Design jtframe_dwnld_banks, sky130hd; sources not shown.
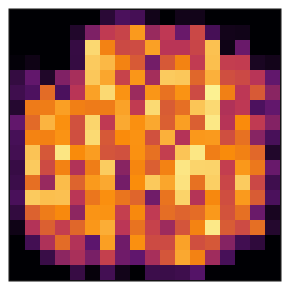
(cell density map)
Drawn at 1.5 px/um. The die is cut into 18 by 18 equal tiles; black is low, pale yellow is high, 0 to 100% covered.
- mean over tiles: 48%
- emptiest ninth of the die: top left
- nearly empty tiles: 14%
- densest ninth of the die: middle
- tiles over 75% full: 23%
core area: 28600 um2
fp_density: 43.4%
final core occ: 55.9%

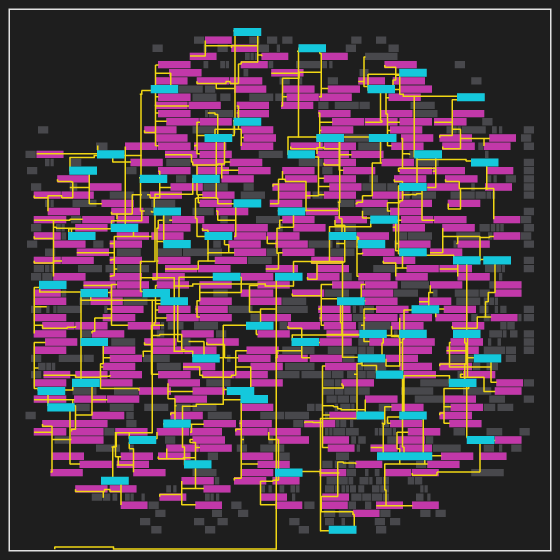
(clock network drawn from the DEF)
Drawn at 3 px/um.
- clock wires: yellow (length 4220 um)
- clock drivers: cyan (count 66)
- flip-flops: magenta (count 322)
- routed clock nets: 67
clock share of power: 39.7%
clock network power: 3190 uW

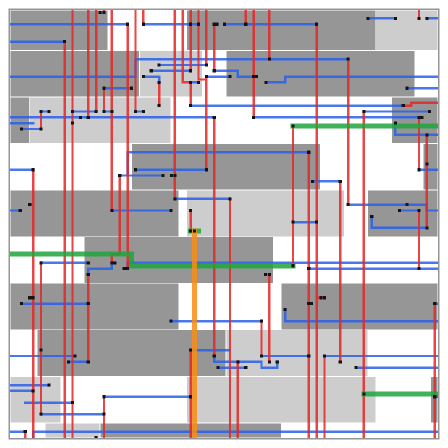
(layout detail)
Region (78, 78) to (103, 103) um. Cells in gray, sequential cells in the stronger gray; small squares are vias.
- metal 1: blue
- metal 4: orange
- metal 3: green
- metal 2: red
- most frequent: edfxtp_1 (10), mux4_2 (2)
- cells with their middle in the window: 15
- sequential cells in the window: 10

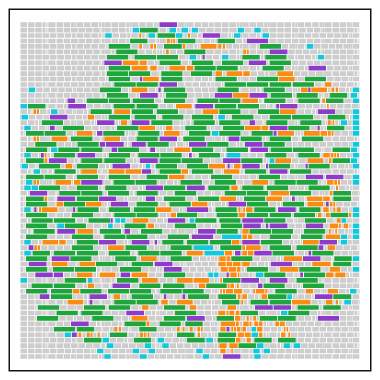
(placed cells, one color a class)
Drawn at 2 px/um. Fill, decap, tap and diode cells in gray.
- sequential cells: green (cells 322; share of their area 61%)
- clock drivers and dummy loads: purple (cells 121; share of their area 14%)
- remaining buffers and delay cells: cyan (cells 100; share of their area 6.7%)
- combinational and other logic: orange (cells 252; share of their area 18%)
final instance area: 16000 um2
Rows: 62
sequential share of cell area: 58.9%

==> flow_summary_export.csv <==
group,metric,value,unit
timing,setup_violations,0,
global_routing,grt_pass1_vias,6697,
clocking,cts_buffer_depth,3,
global_routing,grt_util_met3,3.09,%
worst_setup_path,path_max_fanout,4,
worst_setup_path,critPathLaunchType,"input port",
timing,finalMaxSlewViolations,0,
power_and_ir_drop,swShare,30.7,%
place,place_congestion,0.690,
power_and_ir_drop,p_sw,2460,uW
power_and_ir_drop,ir_worst_vdd,0.280,mV
timing,fin_setup_tns,0,ps
status,outcome,"completed",
yosys,synth_top_area_share,65.7,%
final_layout,syn_to_final_growth,28.7,%
timing,rsz0062_at_grt,"no",
global_routing,met2_usage,25.8,%
route,drt-pass1-iter-count,4,
route,wirelength,24400,um
yosys,ys_sh_simple,2.78,%
timing,min_period_over_period,83.0,%
clocking,holdBufCountCts,0,
power_and_ir_drop,combPwrFrac,26.9,%
die,io_pins,84,
global_routing,met1_usage,19.7,%
worst_setup_path,crit_family,"buffers and inverters",
global_routing,antenna_found_initial,0,
final_layout,largest_register_ffs,272,
worst_setup_path,critPathMaxStageDelay,710,ps
die,die_h,180,um
==> power groups by stage <==
| stage | registers [uW] | logic, uW | clock network [uW] |
|---|---|---|---|
| finish | 2670 | 2160 | 3190 |
| global route | 2710 | 2320 | 3350 |
| detailed placement | 2710 | 2190 | 0 |
| global placement | 2740 | 2100 | 0 |
| floorplan | 2960 | 1340 | 0 |
| CTS | 2680 | 2200 | 3250 |
==> logic make-up after synthesis <==
kind of cell               Yosys count
AOI/OAI and AO/OA                   41
xor gates and xnor gates             7
adders and majority gates            7
buffers and inverters               46
DFF                                322
muxes                              111
and+or+nand+nor                     75
==> synthesized netlist by cell type (all sizes together) <==
library cell  number
nand2             38
a22o               1
o211ai             1
mux2               8
and4               1
nand2b             5
nand4              1
nor3               2
dfrtp             50
o21bai             2
ha                 5
edfxtp           272
or4                2
mux4              66
a21oi              1
xor2               2
xnor2              5
and2b              1
nor2              13
nand3b             1
o21ai             32
a22oi              1
inv               11
a21o               1
clkbuf             2
nor4               2
nor2b              2
mux2i             37
or2                2
and2               1
fa                 2
buf               33
a31oi              1
o221ai             1
or3                3
nand3              1
==> area by class of cell <==
type                    count  area (um2)
fillers                  2137       12600
flip-flops and latches    322        9430
multi-input cells         241        2790
clock buffers              83        1810
repair buffers            100        1030
well taps                 384         480
clock inverters            38         429
inverters                  11        41.3
==> worst register-to-register path, cell delays in order (launching register included) <==
cell     delay (ps)
dfrtp_1         380
o21ai_0         390
o21ai_0         250
or2_2           430
nor2_4          730
buf_4           360
==> stage by stage <==
| step | setup slack (ps) | power [uW] | area [um2] | hold slack (ps) |
|---|---|---|---|---|
| after global routing | 1090 | 8370 | 16000 | 494 |
| after detailed placement | 1140 | 4900 | 13700 | 470 |
| after CTS | 1140 | 8130 | 16000 | 479 |
| after floorplan | 1240 | 4300 | 12400 | 470 |
| after global placement | 1160 | 4850 | 13700 | 463 |
| final | 1140 | 8020 | 16000 | 477 |
==> metal layers <==
| layer | vias up | part of all wire (%) |
|---|---|---|
| met3 | 37 | 4.0 |
| met4 | 0 | 1.8 |
| met1 | 3187 | 43 |
| li1 | 2722 | - |
| met2 | 141 | 52 |
| met5 | - | 0 |
No activity file was given, so power comes from the tool's default toggle rates.
